## src/rtl/exc_pkg.sv

```systemverilog
// rtl/exc_pkg.sv - shared types and syndrome bit positions for the exception sequencer
package exc_pkg;

    typedef enum logic [2:0] {
        IDLE,
        FLUSH,
        REDIRECT,
        HANDLER,
        RETURN
    } exc_state_e;

    localparam int ESR_W      = 4;
    localparam int CNT_W      = 4;

    localparam int ESR_BADOP  = 0;
    localparam int ESR_EXTI   = 1;
    localparam int ESR_DFAULT = 3;

    // New cause word: the sticky double-fault bit survives, causes are replaced.
    function automatic logic [ESR_W-1:0] esr_with_cause(input logic [ESR_W-1:0] esr,
                                                        input int              cause);
        logic [ESR_W-1:0] r;
        r              = '0;
        r[ESR_DFAULT]  = esr[ESR_DFAULT];
        r[cause]       = 1'b1;
        return r;
    endfunction

endpackage

```

## src/rtl/flopre.sv

```systemverilog
// rtl/flopre.sv - enable register with asynchronous active-low reset
module flopre #(
    parameter int W = 8
) (
    input  logic         clk,
    input  logic         reset,
    input  logic         en,
    input  logic [W-1:0] d,
    output logic [W-1:0] q
);

    logic [W-1:0] q_q;

    always_ff @(posedge clk or negedge reset) begin
        if (!reset) begin
            q_q <= '0;
        end else if (en) begin
            q_q <= d;
        end
    end

    assign q = q_q;

endmodule

```

## src/rtl/exc_ctrl.sv

```systemverilog
// rtl/exc_ctrl.sv - LEGv8 exception/interrupt sequencer driving fetch redirect
module exc_ctrl
    import exc_pkg::*;
#(
    parameter int           N         = 64,
    parameter logic [N-1:0] EV_BASE   = N'(64'h0000_0000_0000_00D8),
    parameter int           FLUSH_CYC = 3
) (
    input  logic         clk,
    input  logic         reset,
    input  logic         BadOp_in,
    input  logic [N-1:0] BadOpPC_in,
    input  logic         ExtI_in,
    input  logic [N-1:0] IntPC_in,
    input  logic         ERet_in,
    output logic         EProc_F,
    output logic [N-1:0] EVAddr_F,
    output logic         Flush_out,
    output logic         ExcAck_out,
    output logic [N-1:0] ELR_out,
    output logic [3:0]   ESR_out,
    output logic         InHandler_out
);

    localparam logic [CNT_W-1:0] CNT_LAST = CNT_W'(FLUSH_CYC - 1);

    exc_state_e       state_q, state_d;
    logic [CNT_W-1:0] cnt_q, cnt_d;

    logic             elr_en;
    logic [N-1:0]     elr_d, elr_q;
    logic             esr_en;
    logic [ESR_W-1:0] esr_d, esr_q;

    always_ff @(posedge clk or negedge reset) begin
        if (!reset) begin
            state_q <= IDLE;
            cnt_q   <= '0;
        end else begin
            state_q <= state_d;
            cnt_q   <= cnt_d;
        end
    end

    flopre #(.W(N)) u_elr (
        .clk   (clk),
        .reset (reset),
        .en    (elr_en),
        .d     (elr_d),
        .q     (elr_q)
    );

    flopre #(.W(ESR_W)) u_esr (
        .clk   (clk),
        .reset (reset),
        .en    (esr_en),
        .d     (esr_d),
        .q     (esr_q)
    );

    always_comb begin
        state_d = state_q;
        cnt_d   = cnt_q;
        elr_en  = 1'b0;
        elr_d   = elr_q;
        esr_en  = 1'b0;
        esr_d   = esr_q;

        unique case (state_q)
            IDLE: begin
                // Bad opcode has priority; a level interrupt simply waits for return.
                if (BadOp_in) begin
                    elr_en  = 1'b1;
                    elr_d   = BadOpPC_in;
                    esr_en  = 1'b1;
                    esr_d   = esr_with_cause(esr_q, ESR_BADOP);
                    cnt_d   = '0;
                    state_d = FLUSH;
                end else if (ExtI_in) begin
                    elr_en  = 1'b1;
                    elr_d   = IntPC_in;
                    esr_en  = 1'b1;
                    esr_d   = esr_with_cause(esr_q, ESR_EXTI);
                    cnt_d   = '0;
                    state_d = FLUSH;
                end
            end

            FLUSH: begin
                if (cnt_q == CNT_LAST) begin
                    cnt_d   = '0;
                    state_d = REDIRECT;
                end else begin
                    cnt_d   = cnt_q + 1'b1;
                end
            end

            REDIRECT: begin
                state_d = HANDLER;
            end

            HANDLER: begin
                // Nested faults are only recorded; the running handler keeps its ELR.
                if (BadOp_in) begin
                    esr_en             = 1'b1;
                    esr_d[ESR_DFAULT]  = 1'b1;
                end
                if (ERet_in) begin
                    state_d = RETURN;
                end
            end

            RETURN: begin
                esr_en              = 1'b1;
                esr_d[ESR_BADOP]    = 1'b0;
                esr_d[ESR_EXTI]     = 1'b0;
                state_d             = IDLE;
            end

            default: begin
                state_d = IDLE;
                cnt_d   = '0;
            end
        endcase
    end

    always_comb begin
        EProc_F       = 1'b0;
        EVAddr_F      = '0;
        Flush_out     = 1'b0;
        ExcAck_out    = 1'b0;
        InHandler_out = 1'b0;

        unique case (state_q)
            FLUSH: begin
                Flush_out = 1'b1;
            end
            REDIRECT: begin
                EProc_F    = 1'b1;
                EVAddr_F   = EV_BASE;
                Flush_out  = 1'b1;
                ExcAck_out = esr_q[ESR_EXTI];
            end
            HANDLER: begin
                InHandler_out = 1'b1;
            end
            RETURN: begin
                EProc_F   = 1'b1;
                EVAddr_F  = elr_q;
                Flush_out = 1'b1;
            end
            default: begin
                EProc_F = 1'b0;
            end
        endcase
    end

    assign ELR_out = elr_q;
    assign ESR_out = esr_q;

endmodule

```

## config.mk

```make
export PLATFORM = sky130hd
export DESIGN_NAME = exc_ctrl
export DESIGN_NICKNAME = d
export VERILOG_FILES = /design/src/rtl/exc_pkg.sv /design/src/rtl/flopre.sv /design/src/rtl/exc_ctrl.sv
export SDC_FILE = /design/constraint.sdc
export NUM_CORES = 1
export LEC_CHECK = 0
export CAP_MARGIN = 20
export CORE_MARGIN = 8
export CORE_UTILIZATION = 35
export DETAILED_ROUTE_END_ITERATION = 10
export HOLD_SLACK_MARGIN = 0.03
export PLACE_DENSITY = 0.77
export SLEW_MARGIN = 5
export SYNTH_ARGS = -nofsm -noshare
export SYNTH_HDL_FRONTEND = slang
export SYNTH_SLANG_ARGS = --single-unit
```

## constraint.sdc

```tcl
create_clock -name clk -period 2.1 [get_ports clk]
set_input_delay 0.42 -clock clk [delete_from_list [all_inputs] [get_ports clk]]
set_output_delay 0.42 -clock clk [all_outputs]
set_load 0.02 [all_outputs]
```

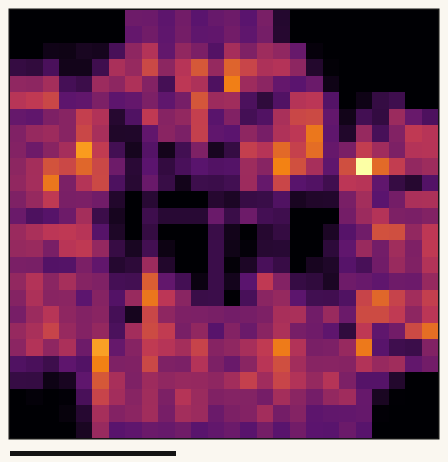
Figure 1: wire density map.
Bar = 50 um. The die is cut into 26 by 26 equal tiles; black is low, pale yellow is high, scaled to the fullest tile. Values are wire area over tile area, all layers added.
fullest tile = 0.54
emptiest ninth of the die = top right
tiles over half the peak = 11%
mean over tiles = 0.15
densest ninth of the die = bottom middle
nearly empty tiles = 16%
WL final: 15.56 mm
Overall Global Routing Usage: 17.84%

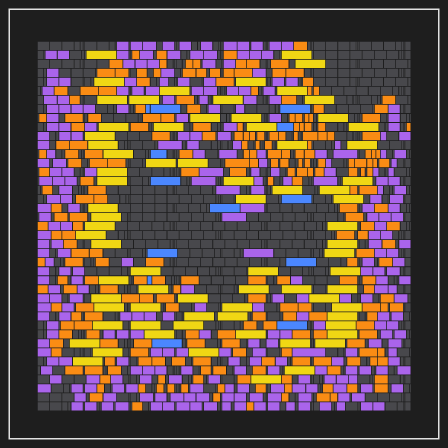
Figure 2: cell classes on the final placement.
Fill, decap, tap and diode cells in gray.
registers -> yellow  # cells 74
remaining buffers and delay cells -> purple  # cells 292
remaining logic cells -> orange  # cells 248
clock drivers and dummy loads -> blue  # cells 13
fin util: 62.62%
post-route cell area: 0.007870 mm^2
flop share of the area: 23.53%
core area: 0.01257 mm^2

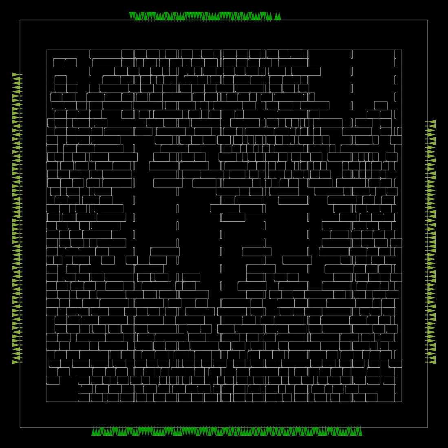
Figure 3: placement view.
seq_cells: 74
cell row count: 41
TAP cells: 172
Non-Filler Instances: 799
# fillers: 996

==> flow_summary.toml <==
# implementation run metrics
[placed_design]
dp_slack_ns = -0.1063

[yosys]
ys_seq_share_pct = 41.33
mappedNetlistArea_mm2 = 0.004481
synthArstFlopShare_pct = 100.0
synth_stat.cells = 347
ys_area_mm2 = 0.004481
yosysWarnings = 0
ff_type = "dfrtp_1"

[clock_tree]
clock.latency.late_pin_ns = 0.32
cts_tree = "done"
clock_path_buffers = 2
path_clk_slew_ns = 0.05

[finish]
nonClockInverterCount = 5
largest_cell_class = "non-clock buffers"
clkCellAreaFrac_pct = 3.307
largest_reg_flops = 64

[critical_path]
critical_path_arrival_ns = 1.70
regToRegStartpoint = "state_q[0]"
reg2reg_slack_ns = 0.16
critPathCaptureType = "output pin"
cp-start-kind = "register"
reg2regPathDepth = 5

[pwr]
seqPwrFrac_pct = 28.7
p_per_area_mw_per_mm2 = 1241
switching_share_pct = 37.04

[route]
routed_via_density = 4.687
drt_iter0_markers = 124
drt_first_pass_iters = 4

[job]
tool_warnings = 29

[status]
outcome = "finished with violations"
violations = "negative setup slack"

[timing]
rsz0062_at_grt = "yes"
post-route-min-period_ns = 2.117
fin_tns_setup_ns = -0.04185
finalWorstSetupSlack_ns = -0.01740
setup_viol = 5

[die]
fp-utilization_pct = 35.65
fp.dieH_um = 129.1

[worst_hold_path]
hold_class = "input pin to asynchronous set/reset pin"
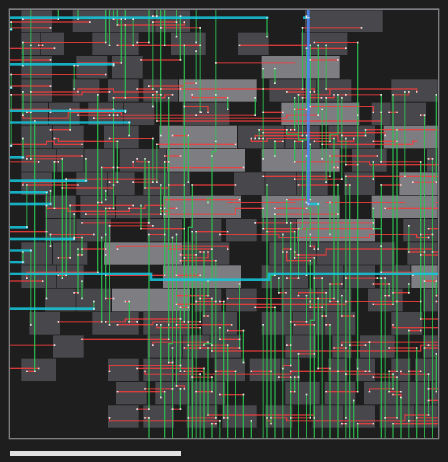
Figure 4: a small window of the routed layout.
Bar = 20 um. Window x 7 to 57, y 7 to 57 um. Cells in gray, sequential cells in the stronger gray; small squares are vias.
M1 -> red
M4 -> blue
M3 -> cyan
M2 -> green
netlist names of flops here include = u_elr.q (14)
cells with their middle in the window = 134
most frequent = clkdlybuf4s50_1 (49), mux2_2 (18)
sequential cells in the window = 14

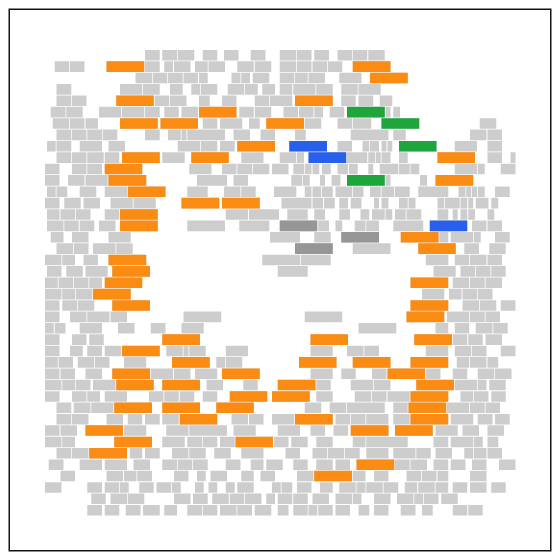
Figure 5: register map, names as in the netlist.
u_esr.q -> blue  # flops 3
cnt_q -> green  # flops 4
u_elr.q -> orange  # flops 64
not colored = 3
Seq. pwr: 2.80 mW
FF/Latch Area: 0.001852 mm^2

-- per-layer routing --
layer / vias up / track usage, % / wire, um / share of wire (%)
met5: - / 0 / 0 / 0
met4: 0 / 5.598 / 180 / 1.2
met3: 14 / 5.670 / 1285 / 8.3
met2: 141 / 33.03 / 8236 / 53
met1: 1841 / 18.71 / 5854 / 38
li1: 1749 / - / - / -
-- power by group through the flow --
| stage | registers (mW) | logic, mW | clock network (mW) |
|---|---|---|---|
| floorplan | 3.42 | 2.45 | 0 |
| global placement | 2.76 | 5.45 | 0 |
| detailed placement | 2.78 | 5.54 | 0 |
| CTS | 2.79 | 5.57 | 1.40 |
| global route | 2.90 | 5.91 | 1.46 |
| finish | 2.80 | 5.60 | 1.37 |
-- cells in the mapped netlist (all sizes together) (2+ instances only) --
cell type / count / area share [%]
mux2: 128 / 37
dfrtp: 74 / 41
and2: 61 / 8.5
clkbuf: 13 / 1.1
buf: 12 / 3.5
a21oi: 8 / 0.89
nor2: 8 / 1.1
inv: 5 / 0.42
o21ai: 5 / 0.56
nor2b: 3 / 0.42
a31oi: 2 / 0.28
and2b: 2 / 0.34
and3: 2 / 0.28
ha: 2 / 0.56
nand2: 2 / 0.17
nand3: 2 / 0.22
or3: 2 / 0.42
-- worst max-delay path by stage --
stage	start	to	slack, ns	cells past startpoint
floorplan	state_q[2]	EVAddr_F[47]	0.23	5
global placement	state_q[1]	EVAddr_F[51]	-0.02	5
detailed placement	state_q[1]	EVAddr_F[60]	-0.11	5
CTS	state_q[1]	EVAddr_F[59]	-0.14	8
global route	state_q[1]	EVAddr_F[19]	-0.07	7
finish	state_q[1]	EVAddr_F[28]	-0.02	7
-- worst reg2reg max path: cells and delay by family (launching register included) --
kind          cells  cell delay [ns]
simple gates      2             0.55
mux               1             0.38
buf+inv           2             0.47
flops             1             0.41
Power and IR drop assume default switching activity.
